Fig. 1: wires at chosen ports, followed through buffers
Scale: 4 px per µm.
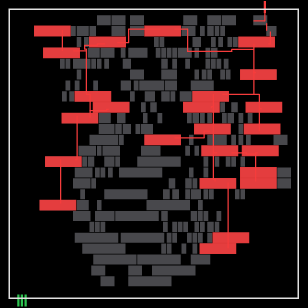
Fig. 2: local utilization
Scale: 4 px per µm. 7 x 7 tiles, from dark blue (low) to red (high), 0 to 100% covered.
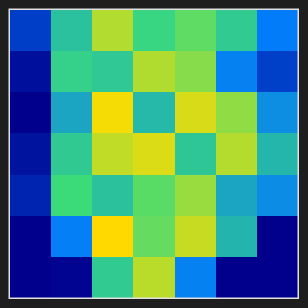
Fig. 3: cell outlines without signal wires
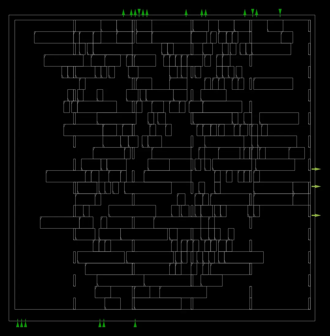
Fig. 4: the metal 1 layer
Scale: 6 px per µm. Supply wires on this layer in grey.
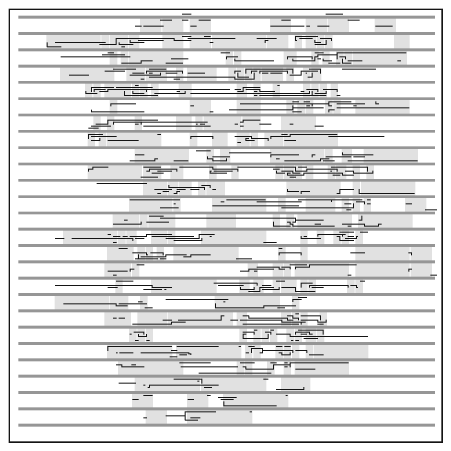
## src/rtl/led_hold_pwm.sv

```systemverilog
// Purpose : holds each 3-bit LED sample from the pattern generator for HOLD_CYCLES cycles, with PWM gating.
// Latency : sample accepted at edge E0 into an idle, empty block first appears on led_out after E2.
// Backpr. : in_ready = !full (registered count, no pass-through); offers made while full are dropped and counted.
//
// Ports:
//   clk       single clock, posedge
//   reset     asynchronous, active-low; clears all state
//   in_valid  in_led carries a sample
//   in_led    [2] bar, [1] mosca, [0] azul
//   in_ready  FIFO can accept a sample
//   duty      PWM brightness level (all-ones = always on, 0 = always off)
//   led_out   registered LED drive, same bit order as in_led
//   busy      FSM showing a sample or FIFO non-empty
//   drop_cnt  saturating count of rejected offers
//
// Build option: define LED_PWM_EN to include the PWM counter and gating;
// without it duty is ignored and led_out shows the held sample ungated.
module led_hold_pwm #(
   parameter int HOLD_CYCLES = 4,
   parameter int DEPTH       = 4,
   parameter int PWM_BITS    = 3
) (
   input  logic                clk,
   input  logic                reset,
   input  logic                in_valid,
   input  logic [2:0]          in_led,
   output logic                in_ready,
   input  logic [PWM_BITS-1:0] duty,
   output logic [2:0]          led_out,
   output logic                busy,
   output logic [7:0]          drop_cnt
);

   localparam int AW = (DEPTH > 1) ? $clog2(DEPTH) : 1;
   localparam int CW = $clog2(DEPTH + 1);
   localparam int HW = (HOLD_CYCLES > 1) ? $clog2(HOLD_CYCLES) : 1;

   typedef enum logic {IDLE, SHOW} state_t;

   logic [2:0]    mem_q [DEPTH];
   logic [AW-1:0] wr_ptr_q, rd_ptr_q;
   logic [CW-1:0] count_q, count_d;
   logic [7:0]    drop_q, drop_d;
   state_t        state_q;
   logic [2:0]    cur_q;
   logic [HW-1:0] hold_q;
   logic [2:0]    led_q;
   logic          full, empty, push, pop, gate;
   logic [2:0]    rd_dat;

   assign full   = (count_q == CW'(DEPTH));
   assign empty  = (count_q == '0);
   assign push   = in_valid && !full;
   // Pop decisions use the pre-edge count; IDLE pops on any non-empty FIFO,
   // SHOW only when the current sample has finished its hold.
   assign pop    = !empty && ((state_q == IDLE) || (hold_q == '0));
   assign rd_dat = mem_q[rd_ptr_q];

   always_comb begin
      count_d = count_q;
      if (push && !pop)
         count_d = count_q + CW'(1);
      else if (pop && !push)
         count_d = count_q - CW'(1);
   end

   always_comb begin
      drop_d = drop_q;
      if (in_valid && full && (drop_q != 8'hFF))
         drop_d = drop_q + 8'd1;
   end

   // Storage has no reset: pointers and count define which entries are live.
   always_ff @(posedge clk) begin
      if (push)
         mem_q[wr_ptr_q] <= in_led;
   end

   always_ff @(posedge clk or negedge reset) begin
      if (!reset) begin
         wr_ptr_q <= '0;
         rd_ptr_q <= '0;
         count_q  <= '0;
         drop_q   <= '0;
      end else begin
         if (push)
            wr_ptr_q <= wr_ptr_q + AW'(1);
         if (pop)
            rd_ptr_q <= rd_ptr_q + AW'(1);
         count_q <= count_d;
         drop_q  <= drop_d;
      end
   end

`ifdef LED_PWM_EN
   logic [PWM_BITS-1:0] pwm_cnt_q;

   always_ff @(posedge clk or negedge reset) begin
      if (!reset)
         pwm_cnt_q <= '0;
      else
         pwm_cnt_q <= pwm_cnt_q + PWM_BITS'(1);
   end

   // Full-scale duty must be solidly on; the compare alone would leave one dark slot.
   assign gate = (&duty) || (pwm_cnt_q < duty);
`else
   logic unused_duty;
   assign unused_duty = ^duty;
   assign gate        = 1'b1;
`endif

   // Display FSM. led_q is built from pre-edge state, so it trails the FSM by one cycle.
   always_ff @(posedge clk or negedge reset) begin
      if (!reset) begin
         state_q <= IDLE;
         cur_q   <= '0;
         hold_q  <= '0;
         led_q   <= '0;
      end else begin
         led_q <= (state_q == SHOW) ? (cur_q & {3{gate}}) : 3'b000;
         case (state_q)
            IDLE: begin
               if (pop) begin
                  cur_q   <= rd_dat;
                  hold_q  <= HW'(HOLD_CYCLES - 1);
                  state_q <= SHOW;
               end
            end
            SHOW: begin
               if (hold_q != '0) begin
                  hold_q <= hold_q - HW'(1);
               end else if (pop) begin
                  // Reload straight away so consecutive samples abut.
                  cur_q  <= rd_dat;
                  hold_q <= HW'(HOLD_CYCLES - 1);
               end else begin
                  state_q <= IDLE;
               end
            end
            default: state_q <= IDLE;
         endcase
      end
   end

   assign in_ready = !full;
   assign led_out  = led_q;
   assign busy     = (state_q == SHOW) || !empty;
   assign drop_cnt = drop_q;

endmodule

```

## config.mk

```make
export PLATFORM = sky130hd
export DESIGN_NAME = led_hold_pwm
export DESIGN_NICKNAME = d
export VERILOG_FILES = /design/src/rtl/led_hold_pwm.sv
export SDC_FILE = /design/constraint.sdc
export NUM_CORES = 1
export LEC_CHECK = 0
export ABC_AREA = 1
export CAP_MARGIN = 5
export CORE_UTILIZATION = 35
export CTS_CLUSTER_SIZE = 24
export DETAILED_ROUTE_END_ITERATION = 8
export SETUP_SLACK_MARGIN = 0.05
export SKIP_CTS_REPAIR_TIMING = 1
export SLEW_MARGIN = 30
export SYNTH_ARGS = -nofsm -noshare
export SYNTH_HDL_FRONTEND = slang
export SYNTH_SLANG_ARGS = --single-unit
```

## constraint.sdc

```tcl
create_clock -name clk -period 2.5 [get_ports clk]
set_input_delay 0.5 -clock clk [delete_from_list [all_inputs] [get_ports clk]]
set_output_delay 0.5 -clock clk [all_outputs]
set_load 0.005 [all_outputs]
```

==> PnR_summary.wiki <==
== Flow metrics ==
{| class="wikitable"
! Metric !! Value
|-
| Run status || complete, no violations
|-
| Non-filler cells in the finished layout || 281
|-
| Worst setup slack after layout || 391.9 ps
|-
| Clock-pin transition on the worst setup and hold timing paths || 70 ps
|-
| Maximum fanout along the worst path || 3
|-
| Drt first-iter violations || 71
|-
| RSZ-0062 raised after global routing || no
|-
| Number of H-tree levels || 2
|-
| Cell Type Count || 25
|-
| Clock buffers and inverters, area share || 4.212%
|-
| Area of the synthesized netlist per yosys stat || 1710 µm²
|-
| Overall Global Routing Usage || 12.73%
|-
| Number of inverters outside the clock class in the layout || 24
|-
| Worst vdd ir || 343.9 µV
|-
| Yosys cell count || 186
|-
| Sink count of the clock tree || 36
|-
| Net Count, Synth || 202
|-
| Final Hold Slack || 469.4 ps
|-
| Die footprint || 5170 µm²
|-
| Log Warnings || 32
|-
| Number of antenna repair diodes || 0
|-
| Clock Skews || 2.271 ps
|-
| Post-synth top area cell || sky130_fd_sc_hd__dfrtp_1
|-
| Synth area leaders || sky130_fd_sc_hd__dfrtp_1 (35%), sky130_fd_sc_hd__edfxtp_1 (21%), sky130_fd_sc_hd__nand2_1 (13%)
|-
| Area fraction of the dominant cell type after synthesis || 35.11%
|-
| Mi-comb count || 125
|-
| Non-clock buffering overhead in the final layout || 9.747%
|-
| Average detailed-routed wire length per instance || 10.10 µm
|-
| Kind of capture point of the worst setup path || primary output
|-
| Comb. cell area || 654.4 µm²
|-
| Routed WL || 2837 µm
|-
| Post-synthesis instance area || 1710 µm²
|-
| Worst Path Required || 2000 ps
|-
| Max cap viols || 0
|-
| Count of boundary I/O pins || 22
|-
| Number of flip-flops and latches in the synthesized netlist || 36
|-
| Share of cell area taken by multi-input logic gates || 31.47%
|-
| Worst Max-Slew Pin Slew || 361.6 ps
|-
| Antenna Nets Post-Route || 0
|-
| Yosys warns || 0
|-
| Initial antenna violation count || 0
|-
| Power density over cell area || 1033 nW/µm²
|-
| First-pass DRT Iterations || 4
|-
| Predominant post-synthesis flop cell || sky130_fd_sc_hd__dfrtp_1
|-
| Half-perimeter wire length after placement || 2094 µm
|-
| Pin count of the biggest net entering global routing || 25
|-
| Most numerous logic cells after layout || sky130_fd_sc_hd__nand2_1 (59), sky130_fd_sc_hd__nor2_1 (25), sky130_fd_sc_hd__dfrtp_1 (24), sky130_fd_sc_hd__inv_1 (20), sky130_fd_sc_hd__clkdlybuf4s50_1 (18)
|-
| Count of clock-net buffers in the final layout || 5
|-
| Via count normalized by instance count || 4.178
|-
| Data arrival at the endpoint of the critical path || 1610 ps
|-
| Via count of the routed design || 1174
|-
| Number of nets in the layout || 229
|-
| Global route overflow || 0
|-
| Y dimension of the die || 71.91 µm
|-
| Critical path type || reg -> out
|-
| Hold violation total from the final report || 0
|-
| Clock tree buffer depth || 2
|-
| Finished Cell Area || 2079 µm²
|-
| Slew HR || 75.89%
|-
| Nonclk buf count || 21
|-
| EDFF count, synth || 12
|-
| Maximum operating frequency || 474.4 MHz
|-
| Seq share, synth || 56.18%
|-
| Placed Instance Area || 1992 µm²
|-
| Area taken by flip-flops and latches || 960.9 µm²
|-
| Setup slack after placement || 168.9 ps
|}
## Picture notes: Fig. 1
`reset`: in red, bits 1, direction input, end cells 24, wire 208 µm. `duty`: in green, bits 3, direction input, end cells 0.

## Picture notes: Fig. 2
2.0% of the tiles are over 75% full. The mean over all tiles is 39%. The fullest tile reaches 75%.

## Picture notes: Fig. 3
area of the core region: 4723 µm²
fill cell count: 470
floorplan row count: 25
Seq cells: 36

## Picture notes: Fig. 4
The layer carries 1390 µm of wire. The wires run mostly horizontal. The longest straight run is 22.5 µm. The layer holds 49% of the routed length.

==> worst max-delay path, cell delays in order (launching register included) <==
cell and delay (ps):
sky130_fd_sc_hd__dfrtp_1 420, sky130_fd_sc_hd__nor2_2 160, sky130_fd_sc_hd__nand2_1 140, sky130_fd_sc_hd__inv_1 90, sky130_fd_sc_hd__nand2_1 60, sky130_fd_sc_hd__clkdlybuf4s50_1 450
==> registers in the layout, summed over array words and instances (netlist names) <==
register	flops
state_q	1
mem_q	12
hold_q	2
wr_ptr_q	2
count_q	3
drop_cnt	8
cur_q	3
led_out	3
rd_ptr_q	2
==> power breakdown <==
group | switching (µW) | internal (µW)
logic | 423 | 360
registers | 147 | 807
clock network | 217 | 192
==> kinds of logic (layout without fill, tap and decap cells) <==
family / after synthesis / count (layout) / share of synthesized area (%)
AND/OR/NAND/NOR: 97 / 97 / 23.99
flip-flops: 36 / 36 / 56.18
buffers and inverters: 25 / 53 / 5.559
AND-OR/OR-AND: 14 / 14 / 4.974
adder cells (fa/ha/maj): 7 / 7 / 5.560
XOR/XNOR: 6 / 6 / 3.073
multiplexers: 1 / 1 / 0.6583
==> path summary, 6_finish.rpt <==
| kind | cells after the start | from | to |
|---|---|---|---|
| max in group asynchronous | 2 | reset | led_out[2] |
| min in group asynchronous | 2 | reset | drop_cnt[5] |
| min reg2reg | 2 | cur_q[0] | led_out[0] |
| max | 5 | count_q[1] | busy |
| min | 2 | cur_q[0] | led_out[0] |
| max reg2reg | 9 | count_q[1] | count_q[2] |
==> per-layer routing <==
| layer | vias to the layer above | track usage (%) | wire [µm] |
|---|---|---|---|
| li1 | 625 | - | - |
| met1 | 530 | 16.64 | 1392 |
| met2 | 13 | 18.66 | 1288 |
| met3 | 6 | 4.167 | 80 |
| met4 | 0 | 7.190 | 76 |
| met5 | - | 0 | 0 |
Power and IR drop assume default switching activity.
